Run 1, wire density map:
Bar = 50 um. The die is cut into 23 by 12 equal tiles; dark blue is low, red is high, scaled to the fullest tile. Values are wire area over tile area, all layers added.
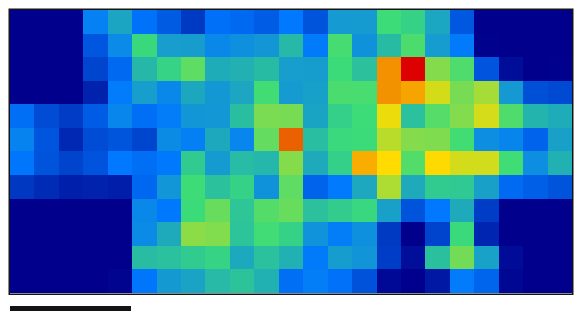
Run 1, routing congestion map:
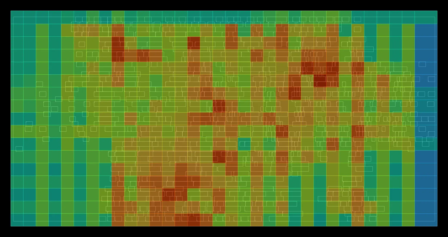
Run 1, sequential cells grouped by signal name:
Bar = 50 um.
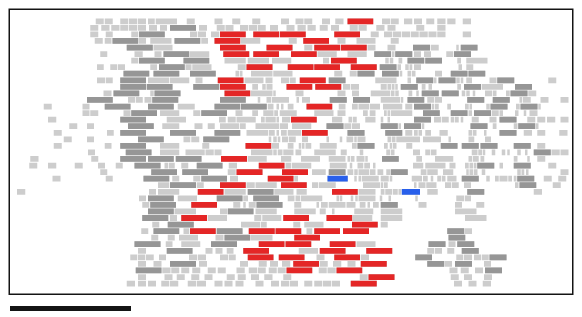
**config.mk**
```make
export PLATFORM = sky130hd
export DESIGN_NAME = seq_cla_addsub_flat
export DESIGN_NICKNAME = d
export VERILOG_FILES = /design/src/rtl/seq_cla_addsub_pkg.sv /design/src/rtl/seq_cla_addsub_if.sv /design/src/rtl/seq_cla_addsub_cla_chunk.sv /design/src/rtl/seq_cla_addsub.sv /design/src/flat_wrapper.sv
export SDC_FILE = /design/constraint.sdc
export NUM_CORES = 1
export LEC_CHECK = 0
export CAP_MARGIN = 20
export CORE_ASPECT_RATIO = 0.5
export CORE_UTILIZATION = 32
export DETAILED_ROUTE_END_ITERATION = 16
export PLACE_DENSITY = 0.62
export SETUP_SLACK_MARGIN = 0.05
export SLEW_MARGIN = 40
export SYNTH_ARGS = -nofsm -noshare
export SYNTH_HDL_FRONTEND = slang
export SYNTH_HIERARCHICAL = 1
export SYNTH_SLANG_ARGS = --single-unit
```
**constraint.sdc**
```tcl
create_clock -name clk -period 3.69 [get_ports clk]
set_input_delay 0.5535 -clock clk [delete_from_list [all_inputs] [get_ports clk]]
set_output_delay 0.5535 -clock clk [all_outputs]
set_load 0.05 [all_outputs]
```
**src/rtl/seq_cla_addsub_pkg.sv**
```systemverilog
// Shared definitions for the sequential carry-lookahead add/subtract unit.
//   DATA_WIDTH_DEF / CHUNK_DEF : default operand width and bits handled per cycle
//   CLA_GRP                    : lookahead group size inside a chunk
//   state_t                    : controller states (IDLE / RUN / DONE)
package seq_cla_addsub_pkg;

  localparam int DATA_WIDTH_DEF = 64;
  localparam int CHUNK_DEF      = 16;
  localparam int CLA_GRP        = 4;

  typedef enum logic [1:0] {
    IDLE = 2'd0,
    RUN  = 2'd1,
    DONE = 2'd2
  } state_t;

endpackage

```
**src/rtl/seq_cla_addsub_if.sv**
```systemverilog
// Handshake bundle for seq_cla_addsub.
//   in_valid/in_ready   : operand handshake (a, b, sub)
//   out_valid/out_ready : result handshake (sum, c_out, and ovf when ADDSUB_OVF_EN is defined)
// master = operand producer / result consumer, slave = the add/subtract unit.
interface seq_cla_addsub_if
  import seq_cla_addsub_pkg::*;
#(
  parameter int DATA_WIDTH = DATA_WIDTH_DEF
);
  logic                  in_valid;
  logic                  in_ready;
  logic [DATA_WIDTH-1:0] a;
  logic [DATA_WIDTH-1:0] b;
  logic                  sub;
  logic                  out_valid;
  logic                  out_ready;
  logic [DATA_WIDTH-1:0] sum;
  logic                  c_out;
`ifdef ADDSUB_OVF_EN
  logic                  ovf;

  modport master (
    output in_valid, a, b, sub, out_ready,
    input  in_ready, out_valid, sum, c_out, ovf
  );
  modport slave (
    input  in_valid, a, b, sub, out_ready,
    output in_ready, out_valid, sum, c_out, ovf
  );
`else
  modport master (
    output in_valid, a, b, sub, out_ready,
    input  in_ready, out_valid, sum, c_out
  );
  modport slave (
    input  in_valid, a, b, sub, out_ready,
    output in_ready, out_valid, sum, c_out
  );
`endif

endinterface

```
**src/rtl/seq_cla_addsub_cla_chunk.sv**
```systemverilog
// Combinational W-bit carry-lookahead adder built from 4-bit groups.
//   a, b     : W-bit addends
//   c_in     : carry into bit 0
//   s        : W-bit sum
//   c_out    : carry out of bit W-1
//   c_msb_in : carry into bit W-1 (only when ADDSUB_OVF_EN is defined)
// Inside a group the bit carries follow c[i+1] = g[i] | (c[i] & p[i]); the
// carry leaving a group comes from the group G/P terms, so no ripple spans
// more than one group.
module cla_chunk
  import seq_cla_addsub_pkg::*;
#(
  parameter int W = CHUNK_DEF
) (
  input  logic [W-1:0] a,
  input  logic [W-1:0] b,
  input  logic         c_in,
  output logic [W-1:0] s,
`ifdef ADDSUB_OVF_EN
  output logic         c_msb_in,
`endif
  output logic         c_out
);

  localparam int NGRP = W / CLA_GRP;

  logic [W-1:0]    p;
  logic [W-1:0]    g;
  logic [W:0]      c;
  logic [NGRP-1:0] grp_p;
  logic [NGRP-1:0] grp_g;

  always_comb begin
    p     = a ^ b;
    g     = a & b;
    c     = '0;
    c[0]  = c_in;
    grp_p = '0;
    grp_g = '0;
    for (int k = 0; k < NGRP; k++) begin
      grp_p[k] = &p[k*CLA_GRP +: CLA_GRP];
      grp_g[k] = g[k*CLA_GRP+3]
               | (p[k*CLA_GRP+3] & g[k*CLA_GRP+2])
               | (p[k*CLA_GRP+3] & p[k*CLA_GRP+2] & g[k*CLA_GRP+1])
               | (p[k*CLA_GRP+3] & p[k*CLA_GRP+2] & p[k*CLA_GRP+1] & g[k*CLA_GRP]);
      for (int j = 0; j < CLA_GRP - 1; j++) begin
        c[k*CLA_GRP+j+1] = g[k*CLA_GRP+j] | (c[k*CLA_GRP+j] & p[k*CLA_GRP+j]);
      end
      c[k*CLA_GRP+CLA_GRP] = grp_g[k] | (grp_p[k] & c[k*CLA_GRP]);
    end
    s = p ^ c[W-1:0];
  end

  assign c_out = c[W];
`ifdef ADDSUB_OVF_EN
  assign c_msb_in = c[W-1];
`endif

endmodule

```
**src/rtl/seq_cla_addsub.sv**
```systemverilog
// Multi-cycle add/subtract unit: one CHUNK-bit slice per cycle, LSB first,
// with the inter-chunk carry (or inverted borrow) held in a register.
//   clk, rst : clock, synchronous active-high reset
//   bus      : seq_cla_addsub_if.slave (operand and result handshakes)
// Subtraction is A + ~B + 1: ~B is stored at acceptance and the +1 enters as
// the initial carry. c_out = 1 on subtract means no borrow (A >= B).
// Optional: define ADDSUB_OVF_EN to add bus.ovf, the signed overflow of the
// MSB slice (carry into MSB xor carry out of MSB).
// The interface DATA_WIDTH must equal this module's DATA_WIDTH, which must be
// a multiple of CHUNK; CHUNK must be a multiple of 4.
module seq_cla_addsub
  import seq_cla_addsub_pkg::*;
#(
  parameter int DATA_WIDTH = DATA_WIDTH_DEF,
  parameter int CHUNK      = CHUNK_DEF
) (
  input logic             clk,
  input logic             rst,
  seq_cla_addsub_if.slave bus
);

  localparam int NCHUNK = DATA_WIDTH / CHUNK;
  localparam int IDX_W  = (NCHUNK > 1) ? $clog2(NCHUNK) : 1;

  state_t                state_q, state_d;
  logic [IDX_W-1:0]      idx_q, idx_d;
  logic                  carry_q, carry_d;
  logic [DATA_WIDTH-1:0] a_q, a_d;
  logic [DATA_WIDTH-1:0] b_q, b_d;
  logic [DATA_WIDTH-1:0] sum_q, sum_d;
  logic                  c_out_q, c_out_d;
  logic                  out_valid_q, out_valid_d;
`ifdef ADDSUB_OVF_EN
  logic                  ovf_q, ovf_d;
  logic                  chunk_c_msb;
`endif

  logic [CHUNK-1:0]      chunk_s;
  logic                  chunk_co;
  logic                  last_chunk;

  assign last_chunk = (idx_q == IDX_W'(NCHUNK - 1));

  // Single lookahead slice, steered by idx_q every RUN cycle
  cla_chunk #(.W(CHUNK)) u_chunk (
    .a        (a_q[idx_q*CHUNK +: CHUNK]),
    .b        (b_q[idx_q*CHUNK +: CHUNK]),
    .c_in     (carry_q),
    .s        (chunk_s),
`ifdef ADDSUB_OVF_EN
    .c_msb_in (chunk_c_msb),
`endif
    .c_out    (chunk_co)
  );

  // State register
  always_ff @(posedge clk) begin
    if (rst) state_q <= IDLE;
    else     state_q <= state_d;
  end

  // Next-state logic
  always_comb begin
    state_d = state_q;
    unique case (state_q)
      IDLE:    if (bus.in_valid) state_d = RUN;
      RUN:     if (last_chunk)   state_d = DONE;
      DONE:    if (bus.out_ready) state_d = IDLE;
      default: state_d = IDLE;
    endcase
  end

  // Output decode
  always_comb begin
    bus.in_ready = (state_q == IDLE);
  end

  // Datapath next values
  always_comb begin
    idx_d       = idx_q;
    carry_d     = carry_q;
    a_d         = a_q;
    b_d         = b_q;
    sum_d       = sum_q;
    c_out_d     = c_out_q;
    out_valid_d = out_valid_q;
`ifdef ADDSUB_OVF_EN
    ovf_d       = ovf_q;
`endif
    unique case (state_q)
      IDLE: begin
        if (bus.in_valid) begin
          a_d     = bus.a;
          b_d     = bus.sub ? ~bus.b : bus.b;
          carry_d = bus.sub;
          idx_d   = '0;
        end
      end
      RUN: begin
        sum_d[idx_q*CHUNK +: CHUNK] = chunk_s;
        carry_d = chunk_co;
        idx_d   = idx_q + 1'b1;
        if (last_chunk) begin
          idx_d       = '0;
          c_out_d     = chunk_co;
          out_valid_d = 1'b1;
`ifdef ADDSUB_OVF_EN
          ovf_d       = chunk_c_msb ^ chunk_co;
`endif
        end
      end
      DONE: begin
        if (bus.out_ready) out_valid_d = 1'b0;
      end
      default: ;
    endcase
  end

  // Control and visible-result registers
  always_ff @(posedge clk) begin
    if (rst) begin
      idx_q       <= '0;
      carry_q     <= 1'b0;
      sum_q       <= '0;
      c_out_q     <= 1'b0;
      out_valid_q <= 1'b0;
`ifdef ADDSUB_OVF_EN
      ovf_q       <= 1'b0;
`endif
    end else begin
      idx_q       <= idx_d;
      carry_q     <= carry_d;
      sum_q       <= sum_d;
      c_out_q     <= c_out_d;
      out_valid_q <= out_valid_d;
`ifdef ADDSUB_OVF_EN
      ovf_q       <= ovf_d;
`endif
    end
  end

  // Operand registers carry no reset; they are always loaded before use
  always_ff @(posedge clk) begin
    a_q <= a_d;
    b_q <= b_d;
  end

  assign bus.sum       = sum_q;
  assign bus.c_out     = c_out_q;
  assign bus.out_valid = out_valid_q;
`ifdef ADDSUB_OVF_EN
  assign bus.ovf       = ovf_q;
`endif

endmodule

```
**src/flat_wrapper.sv**
```systemverilog
// flat-port wrapper written by rule: the top's interface ports become plain ports
module seq_cla_addsub_flat import seq_cla_addsub_pkg::*;
#(
  parameter int DATA_WIDTH = DATA_WIDTH_DEF,
  parameter int CHUNK      = CHUNK_DEF
)
  (clk, rst, bus_in_valid, bus_a, bus_b, bus_sub, bus_out_ready, bus_in_ready, bus_out_valid, bus_sum, bus_c_out);
  seq_cla_addsub_if #(.DATA_WIDTH(DATA_WIDTH)) bus_i ();
  input logic clk;
  input logic rst;
  input wire logic [$bits(bus_i.in_valid)-1:0] bus_in_valid;
  input wire logic [$bits(bus_i.a)-1:0] bus_a;
  input wire logic [$bits(bus_i.b)-1:0] bus_b;
  input wire logic [$bits(bus_i.sub)-1:0] bus_sub;
  input wire logic [$bits(bus_i.out_ready)-1:0] bus_out_ready;
  output wire logic [$bits(bus_i.in_ready)-1:0] bus_in_ready;
  output wire logic [$bits(bus_i.out_valid)-1:0] bus_out_valid;
  output wire logic [$bits(bus_i.sum)-1:0] bus_sum;
  output wire logic [$bits(bus_i.c_out)-1:0] bus_c_out;
  assign bus_i.in_valid = bus_in_valid;
  assign bus_i.a = bus_a;
  assign bus_i.b = bus_b;
  assign bus_i.sub = bus_sub;
  assign bus_i.out_ready = bus_out_ready;
  assign bus_in_ready = bus_i.in_ready;
  assign bus_out_valid = bus_i.out_valid;
  assign bus_sum = bus_i.sum;
  assign bus_c_out = bus_i.c_out;
  seq_cla_addsub #(.DATA_WIDTH(DATA_WIDTH), .CHUNK(CHUNK)) u_core (.clk(clk), .rst(rst), .bus(bus_i));
endmodule
```
==> out/results.ini, run 1 <==
[cells_and_area]
fin_cells=1170
nNetsFinal=980
areaGrowthSynthToFinish_pct=39.8
layout-drive-gt1-share_pct=16.8
insertedDiodeCount=0

[yosys]
synthAoiAreaFrac_pct=6.95
ys_types=41
floorplan.nets=755
mux_area_share_pct=8.67
yosysCellCount=588
ys_area_mm2=0.00855
yosysSeqAreaShare_pct=61.6
ys_warn_count=6
edf_count=128
synth-async-reset-ratio_pct=0
simple_gate_area_share_pct=6.50
avgSynthCellArea_um2=14.5
xor_share_pct=6.97
ys_top_logic_family=multiplexers

[critical_path]
path_class=flip-flop to flip-flop
r2r_cells=14
regToRegStartpoint=u_core/idx_q[0]
startpoint=u_core/idx_q[0]
reg2reg_slack_ns=0.01
cp.required_ns=4.07
crit_fanout=8
critPathLaunchType=flip-flop

[routing]
wl_met3_um=964
wl_met2_um=11300
vias_per_cell=4.70
antenna_left=0
drc=0
wl_met1_um=9680
drtIter0Drc=438
vias=5495
highest_layer=met4

[timing]
slew_headroom_pct=49.9
rsz0062_at_grt=true
tns_ns=0
fin_worst_skew_ns=0.00978
fin_crit_ns=3.68
fmax_ghz=0.272
finalSetupViolations=0
timing.final.crit_share_pct=99.7
worst_hold_slack_ns=0.467

[clocking]
clkSlewWorstSetupHoldPaths_ns=0.07
clock_sinks=199
cts_tree=built
insertion_delay_ns=0.44
post_cts_buffers=6
post_cts_resized=10
root_buffer=clkbuf_16
h-tree-depth=4
clock_path_buffers=2

[power_and_ir_drop]
ir_worst_vdd_mv=0.300
p_seq_share_pct=47.6
power_density_mw_per_mm2=449
combPwrFrac_pct=19.9
top_power_group=sequential cells
p_clk_share_pct=32.5
p_clk_mw=1.74

[die]
row_count=41
coreArea_mm2=0.0257
dieArea_mm2=0.0274
dieHeight_um=118
boundaryPins=200

[global_routing]
grt_max_degree=66
overflow=0
grt_pass1_wl_um=33800
grt_use_met3_pct=3.56
met2_usage_pct=28.2
grt_pass1_vias=5741

[placed_design]
place_area_mm2=0.0111
dp_cells=1122
numPortBuffers=199
dp_hpwl_um=16400

[run]
maxCapViolCount=0
log.warning_count=33

[run_status]
status=finished clean

Back to the opening pictures, 'wire density map':
17% of the tiles are over half the peak. 20% of the tiles are nearly empty. The fullest tile reaches 0.42. The mean over all tiles is 0.12.
Routed WL: 22200 um
routed length per instance: 19.0 um

Back to the opening pictures, 'routing congestion map':
fin util: 46.5%
all-layer global routing usage: 16.5%
grt peak-use layer: met2
grt met1 use: 21.3%

Back to the opening pictures, 'sequential cells grouped by signal name':
`u_core/idx_q`: drawn in blue, sequential cells 2. `u_core/a_q`: drawn in red, sequential cells 64, where a vertical strip down the middle.
sequential cell power: 2.55 mW
fraction of area in registers: 44.1%

==> run 1: placed cells by master (no fill, tap or decap), types with 2 or more instances in the layout <==
master / instances
mux4_2: 32
a22oi_1: 2
nand2b_1: 2
inv_1: 25
buf_4: 32
a22o_1: 32
xor2_1: 65
inv_2: 2
clkinvlp_4: 3
nand2_1: 35
fa_2: 6
nand4_1: 3
o21ai_1: 2
nor2_1: 9
nor2b_1: 2
clkinv_2: 5
clkbuf_1: 2
inv_6: 2
fa_1: 6
ha_1: 15
buf_12: 7
nand3_1: 32
buf_6: 2
a21o_1: 2
mux2i_1: 2
ha_4: 7
nor4_4: 2
dfxtp_1: 69
o21bai_1: 2
a21oi_2: 5
clkdlybuf4s50_1: 198
a21oi_1: 40
and3b_1: 2
clkbuf_16: 19
edfxtp_1: 128
nand3b_1: 4
==> run 1: worst min path at each step <==
| stage | start | endpoint | cells past startpoint |
|---|---|---|---|
| finish | u_core/bus.sum[50] | u_core/bus.sum[50] | 2 |
| global route | u_core/bus.sum[16] | u_core/bus.sum[16] | 2 |
| CTS | u_core/bus.sum[53] | u_core/bus.sum[53] | 2 |
| detailed placement | u_core/bus.sum[53] | u_core/bus.sum[53] | 2 |
| global placement | u_core/bus.sum[56] | u_core/bus.sum[56] | 2 |
| floorplan | u_core/carry_q | u_core/carry_q | 3 |
==> run 1: critical path: stages (launching register included) <==
cell and delay (ns):
dfxtp_4 0.44, buf_12 0.16, mux4_2 0.55, ha_1 0.31
a21oi_1 0.17, o21ai_1 0.08, and2b_1 0.18, nor3_4 0.26
fa_2 0.25, inv_2 0.04, fa_2 0.33, fa_2 0.40
xor2_4 0.20, nand3_2 0.09, a21oi_2 0.16
==> run 1: synthesized netlist by cell type, drive strengths merged (2+ instances only) <==
master / instances / area (um^2)
a21o: 2 / 15.0
a21oi: 45 / 229
a22o: 32 / 280
a22oi: 2 / 15.0
and3b: 2 / 17.5
buf: 19 / 118
clkbuf: 16 / 61.3
dfxtp: 71 / 1420
edfxtp: 128 / 3840
fa: 12 / 240
ha: 22 / 275
inv: 27 / 101
mux2i: 2 / 20.0
mux4: 32 / 721
nand2: 35 / 131
nand2b: 2 / 12.5
nand3: 33 / 165
nand3b: 4 / 30.0
nand4: 3 / 18.8
nor2: 10 / 37.5
nor2b: 3 / 18.8
nor3: 3 / 20.0
nor4: 2 / 42.5
o21ai: 3 / 15.0
o21bai: 2 / 15.0
xnor2: 2 / 17.5
xor2: 66 / 578
==> run 1: final cells by class <==
class / instances / area, um^2 / area share [%]
sequential: 199 / 5270 / 44.1
multi-input combinational: 327 / 3170 / 26.5
timing repair buffer: 241 / 2440 / 20.4
clock buffer: 21 / 472 / 3.95
tap: 344 / 430 / 3.60
inverter: 27 / 101 / 0.848
clock inverter: 11 / 71.3 / 0.597
==> run 1: per-stage QoR <==
step / setup WS (ns) / power (mW)
6_report: 0.0115 / 5.36
5_1_grt: -0.118 / 5.57
4_1_cts: -0.0755 / 5.34
3_5_place_dp: -0.143 / 3.56
3_3_place_gp: -0.0265 / 3.54
2_1_floorplan: 0.0521 / 3.11
Run 1, cells colored by class:
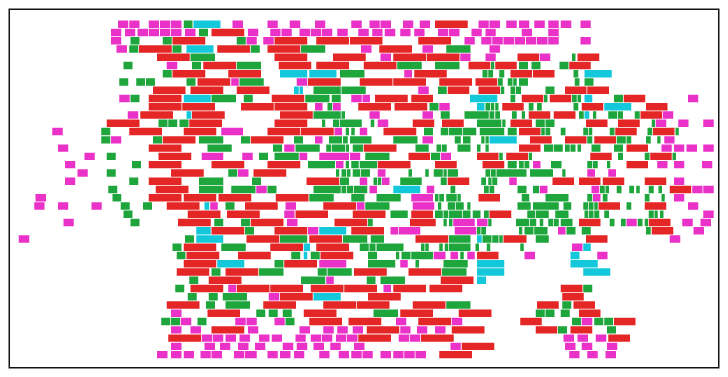

==> run 2, diff against run 1 <==
==> constraint.sdc (replaced) <==
create_clock -name clk -period 3.69 [get_ports clk]
set_input_delay 0.738 -clock clk [delete_from_list [all_inputs] [get_ports clk]]
set_output_delay 0.738 -clock clk [all_outputs]
set_load 0.05 [all_outputs]
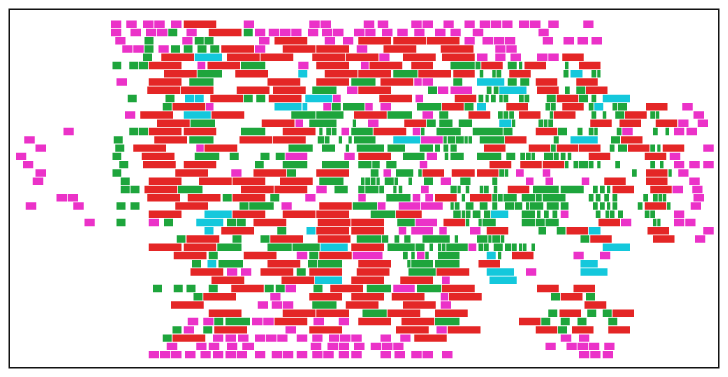
Run 2: cells colored by class
remaining buffers and delay cells: drawn in magenta, cells 239, share of their area 21%. clock drivers and dummy loads: drawn in cyan, cells 32, share of their area 5.0%. remaining logic cells: drawn in green, cells 354, share of their area 28%. registers: drawn in red, cells 199, share of their area 46%.
fin util: 46.5%
design area: 0.0120 mm^2

==> out/results.ini, run 2 <==
[yosys]
yosysCellCount=588  ; unchanged
yosys.area.top_type=edfxtp_1
area_leaders=edfxtp_1, dfxtp_1, mux4_2
ys_types=41  ; unchanged
ys_area_mm2=0.00855  ; unchanged
common_cells=edfxtp_1, dfxtp_1, xor2_1
ys_warn_count=6  ; unchanged
edf_count=128  ; unchanged
yosysMostFrequentCell=edfxtp_1
yosysTopAreaCellShare_pct=45.0  ; unchanged
yosysSeqAreaShare_pct=61.6  ; unchanged
floorplan.nets=755  ; unchanged

[die]
coreArea_mm2=0.0257  ; unchanged
row_count=41  ; unchanged
boundaryPins=200  ; unchanged
dieArea_mm2=0.0274  ; unchanged
dieHeight_um=118  ; unchanged

[timing]
tns_ns=0  ; unchanged
worst_hold_slack_ns=0.454  ; -0.0127 ns
timing.final.crit_share_pct=98.5  ; -1.2 points
fin_crit_ns=3.64  ; -0.0431 ns
fmax_ghz=0.275  ; +1.2%
fin_worst_skew_ns=0.0136  ; +0.00379 ns
finalSetupViolations=0  ; unchanged
fin_ws_ns=0.0546  ; +0.0431 ns

[critical_path]
cp_slowest_cell=mux4_2
critPathMaxStageDelay_ns=0.53  ; -0.02 ns
path_class=flip-flop to flip-flop
critical_path.cell_chain=buf_12 -> buf_16 -> mux4_2 -> ha_4 -> nand3_1 -> nor2_2 -> o31a_1 -> nor3_4 -> fa_2 -> inv_2 -> fa_2 -> fa_2 -> xor2_4 -> nand3_1 -> a21oi_1
critPathLaunchType=flip-flop
crit_fanout=5  ; -3
crit_family=adder cells
path_common_cell=fa_2

[routing]
antenna_left=0  ; unchanged
drc=0  ; unchanged
vias_per_cell=4.67  ; -0.50%
drtPass1Iterations=4
drtIter0Drc=422  ; -3.7%

[run]
maxCapViolCount=0  ; unchanged
log.warning_count=32  ; -3.0%

[clocking]
clock_path_buffers=2  ; unchanged
clkSlewWorstSetupHoldPaths_ns=0.08  ; about the same
insertion_delay_ns=0.45  ; about the same
h-tree-depth=4  ; unchanged
cts_tree=built
clock_sinks=199  ; unchanged
root_buffer=clkbuf_16

[cells_and_area]
layout_top_cell=clkdlybuf4s50_1
areaGrowthSynthToFinish_pct=39.9  ; about the same
nNetsFinal=978  ; -0.20%
lay_top_cells=clkdlybuf4s50_1, edfxtp_1, dfxtp_1, xor2_1, a21oi_1
layout-drive-gt1-share_pct=16.3  ; -0.57 points

[global_routing]
grt_max_degree=75  ; +14%
grt_pass1_vias=5766  ; +0.44%
overflow=0  ; unchanged

[placed_design]
dp_slack_ns=-0.0779  ; +0.0647 ns
dp_cells=1119  ; -0.27%
dp_hpwl_um=16200  ; -1.3%

[power_and_ir_drop]
power_density_mw_per_mm2=454  ; +1.3%
ir_worst_vdd_mv=0.323  ; +7.5%

[run_status]
status=finished clean

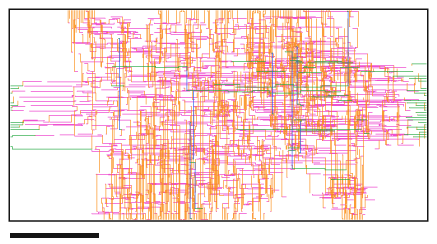
Run 2: signal wires by layer
Bar = 50 um.
M3: drawn in green, wire length 872 um. M2: drawn in orange, wire length 11100 um. M1: drawn in magenta, wire length 9820 um. M4: drawn in blue, wire length 373 um.
via count: 5463
all-layer global routing usage: 16.6%
Routed WL: 22100 um
routed length per instance: 18.9 um

[run 2: cell counts after synthesis]
No cell type changed its count.
[run 2: cell type report]
type                       count  area (um^2)  area share [%]
inverter                      27          101           0.848
tap                          344          430            3.60
antenna                        1         2.50          0.0209
timing repair buffer         239         2410            20.2
multi-input combinational    327         3160            26.5
clock buffer                  17          425            3.56
clock inverter                15          150            1.26
sequential                   199         5270            44.1
[run 2: worst min-delay path: cells and delay by family (launching register included)]
kind               cells  cell delay, ns
DFF                    1            0.31
and+or+nand+nor        1            0.05
AOI/OAI and AO/OA      1            0.05
[run 2: per-stage QoR]
step                power, mW  instance area, um^2
floorplan                3.11                 8580
global placement         3.55                11000
detailed placement       3.56                11000
CTS                      5.42                11800
global route             5.63                12000
finish                   5.43                12000
[run 2: timing repair]
action,4_1_cts,5_1_grt
gates cloned,1,0
endpoints found under the setup margin,14,24
resized,12,13
endpoints found under the hold margin,0,0
buffers inserted,12,3
pin swaps,3,6
[run 2: final timing paths]
| check | start | to | slack (ns) | cells after the start |
|---|---|---|---|---|
| hold / removal | u_core/bus.sum[49] | u_core/bus.sum[49] | 0.45 | 2 |
| hold reg to reg | u_core/bus.sum[49] | u_core/bus.sum[49] | 0.45 | 2 |
| setup / recovery | u_core/idx_q[0] | u_core/bus.sum[63] | 0.05 | 15 |
| setup reg to reg | u_core/idx_q[0] | u_core/bus.sum[63] | 0.05 | 15 |
[run 2: per-layer routing]
metal  vias up  routed length, um  GRT usage [%]
met5         -                  0              0
met4         0                372           5.47
met3        23                872           3.34
met2       117              11100           27.5
met1      2715               9820           21.7
li1       2608                  -              -
[run 2: cells by family (layout without fill, tap and decap cells)]
| logic type | Yosys count | count (layout) | synth area share, % |
|---|---|---|---|
| adder cells (fa/ha/maj) | 34 | 34 | 6.03 |
| other | 0 | 1 | 0 |
| XOR/XNOR | 68 | 68 | 6.97 |
| flip-flops | 199 | 199 | 61.6 |
| buffers and inverters | 62 | 298 | 3.28 |
| multiplexers | 34 | 34 | 8.67 |
| AND-OR/OR-AND | 89 | 89 | 6.95 |
| AND/OR/NAND/NOR | 102 | 102 | 6.50 |
[run 2: power by group]
group / total, mW / switching (mW) / leakage (nW) / internal, mW
combinational: 1.07 / 0.571 / 2.15 / 0.494
sequential: 2.55 / 0.0418 / 1.79 / 2.51
clock: 1.82 / 0.916 / 0.284 / 0.902
==> run 3, diff against run 2 <==
CTS_CLUSTER_SIZE = 25   (was default)
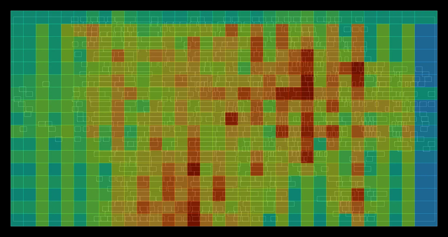
Run 3: routing congestion map
met3 usage: 3.34%
grt met2 use: 27.5%

==> out/results.ini, run 3 <==
[critical_path]
r2r_cells=15  ; unchanged
reg2reg_slack_ns=0.05  ; about the same
reg2reg_to=u_core/bus.sum[63]
path_common_cell=fa_2
cp_slowest_cell=mux4_2
path_class=flip-flop to flip-flop
crit_fanout=5  ; unchanged
critPathLaunchType=flip-flop
cp.arrival_ns=4.01
critical_path.cell_chain=buf_12 -> buf_16 -> mux4_2 -> ha_4 -> nand3_1 -> nor2_2 -> o31a_1 -> nor3_4 -> fa_2 -> inv_2 -> fa_2 -> fa_2 -> xor2_4 -> nand3_1 -> a21oi_1
regToRegStartpoint=u_core/idx_q[0]
critPathMaxStageDelay_ns=0.53  ; about the same

[run_status]
status=finished clean

[yosys]
yosysCellCount=588  ; unchanged
yosysSeqAreaShare_pct=61.6  ; unchanged
synthAoiAreaFrac_pct=6.95  ; unchanged
yosysTopAreaCellShare_pct=45.0  ; unchanged
mux_area_share_pct=8.67  ; unchanged
ys_top_logic_family=multiplexers
ys_types=41  ; unchanged
adder_share_pct=6.03  ; unchanged
floorplan.nets=755  ; unchanged
common_cells=edfxtp_1, dfxtp_1, xor2_1
xor_share_pct=6.97  ; unchanged
yosys.area.top_type=edfxtp_1
yosysMostFrequentCell=edfxtp_1
area_leaders=edfxtp_1, dfxtp_1, mux4_2
edf_count=128  ; unchanged
ys_area_mm2=0.00855  ; unchanged
ys_warn_count=6  ; unchanged
simple_gate_area_share_pct=6.50  ; unchanged

[routing]
vias=5463  ; unchanged
drt-total-wl_um=22100  ; unchanged
antenna_left=0  ; unchanged
drtIter0Drc=422  ; unchanged
vias_per_cell=4.67  ; unchanged
wire_per_inst_um=18.9  ; unchanged
drtPass1Iterations=4  ; unchanged
drc=0  ; unchanged

[clocking]
insertion_delay_ns=0.45  ; about the same
clock_path_buffers=2  ; unchanged
cts_hold_buf=0
clock_sinks=199  ; unchanged
root_buffer=clkbuf_16
h-tree-depth=4  ; unchanged
clkSlewWorstSetupHoldPaths_ns=0.08  ; about the same

[global_routing]
grt_pass1_vias=5766  ; unchanged
overflow=0  ; unchanged
track_usage_pct=16.6  ; unchanged
grt_max_degree=75  ; unchanged

[placed_design]
dp_cells=1119  ; unchanged
dp_hpwl_um=16200  ; unchanged

[power_and_ir_drop]
power_density_mw_per_mm2=454  ; unchanged
power_mw=5.43  ; unchanged
ir_worst_vdd_mv=0.323  ; unchanged

[cells_and_area]
layout_top_cell=clkdlybuf4s50_1
nNetsFinal=978  ; unchanged
lay_top_cells=clkdlybuf4s50_1, edfxtp_1, dfxtp_1, xor2_1, a21oi_1
layout-drive-gt1-share_pct=16.3  ; unchanged
areaGrowthSynthToFinish_pct=39.9  ; unchanged

[timing]
fin_worst_skew_ns=0.0136  ; unchanged
finalSetupViolations=0  ; unchanged
fin_crit_ns=3.64  ; unchanged
fmax_ghz=0.275  ; unchanged
rsz0062_at_grt=true

[die]
dieArea_mm2=0.0274  ; unchanged
row_count=41  ; unchanged
boundaryPins=200  ; unchanged
dieHeight_um=118  ; unchanged

[run]
maxCapViolCount=0  ; unchanged

[worst_hold_path]
holdPathEnd=u_core/bus.sum[49]
whs_path_depth=2  ; unchanged
worst_hold_startpoint=u_core/bus.sum[49]

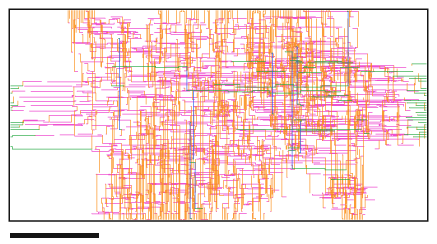
Run 3: signal wires by layer
Bar = 50 um.
M1: drawn in magenta, wire length 9820 um. M4: drawn in blue, wire length 373 um. M3: drawn in green, wire length 872 um. M2: drawn in orange, wire length 11100 um.

[run 3: cell counts after synthesis]
Identical to the previous run, type by type.
[run 3: cell families (layout without fill, tap and decap cells)]
family | after synthesis | count (layout)
simple gates | 102 | 102
mux | 34 | 34
other cells | 0 | 1
fa+ha+maj | 34 | 34
flops | 199 | 199
xor+xnor | 68 | 68
compound gates | 89 | 89
buf+inv | 62 | 298
[run 3: worst max path at each step]
stage,startpoint,to,cells after the start
after floorplan,u_core/idx_q[0],u_core/bus.sum[47],14
after global placement,u_core/idx_q[0],u_core/bus.sum[31],14
after detailed placement,u_core/idx_q[0],u_core/bus.sum[63],14
after CTS,u_core/idx_q[0],u_core/bus.sum[63],14
after global routing,u_core/idx_q[0],u_core/bus.sum[63],14
final,u_core/idx_q[0],u_core/bus.sum[63],15
[run 3: layout make-up]
class,instances,area [um^2]
multi-input combinational,327,3160
antenna,1,2.50
clock buffer,17,425
tap,344,430
fill,2277,13700
clock inverter,15,150
inverter,27,101
sequential,199,5270
timing repair buffer,239,2410
[run 3: stage by stage]
step	utilization [%]	TNS [ns]	area, um^2	setup slack (ns)	hold WS, ns
after global placement	42.9	-0.0331	11000	-0.0258	0.446
after floorplan	-	0	8580	0.0521	0.539
after detailed placement	42.9	-0.203	11000	-0.0779	0.443
final	46.5	0	12000	0.0546	0.454
after global routing	46.5	-0.481	12000	-0.112	0.481
after CTS	46.1	0	11800	0.0555	0.453
[run 3: critical path, delay by kind of cell (launching register included)]
| kind | cells | cell delay, ns |
|---|---|---|
| AND-OR/OR-AND | 2 | 0.48 |
| XOR/XNOR | 1 | 0.20 |
| adder cells (fa/ha/maj) | 4 | 1.24 |
| buffers and inverters | 3 | 0.26 |
| flip-flops | 1 | 0.40 |
| multiplexers | 1 | 0.53 |
| AND/OR/NAND/NOR | 4 | 0.47 |
[run 3: layer usage]
metal | GRT usage (%) | up-vias | share of wire, %
met4 | 5.47 | 0 | 1.7
met3 | 3.34 | 23 | 3.9
li1 | - | 2608 | -
met5 | 0 | - | 0
met1 | 21.7 | 2715 | 44
met2 | 27.5 | 117 | 50
[run 3: repair_timing]
item	4_1_cts	5_1_grt
endpoints found under the setup margin	14	24
buffers inserted	12	3
resized	12	13
pin swaps	3	6
cloned	1	0
[run 3: where the power goes]
group	switching [mW]	total (mW)	internal, mW
Clock	0.916	1.82	0.902
Sequential	0.0418	2.55	2.51
Combinational	0.571	1.07	0.494
Total	1.53	5.43	3.90
Power and IR drop assume default switching activity.
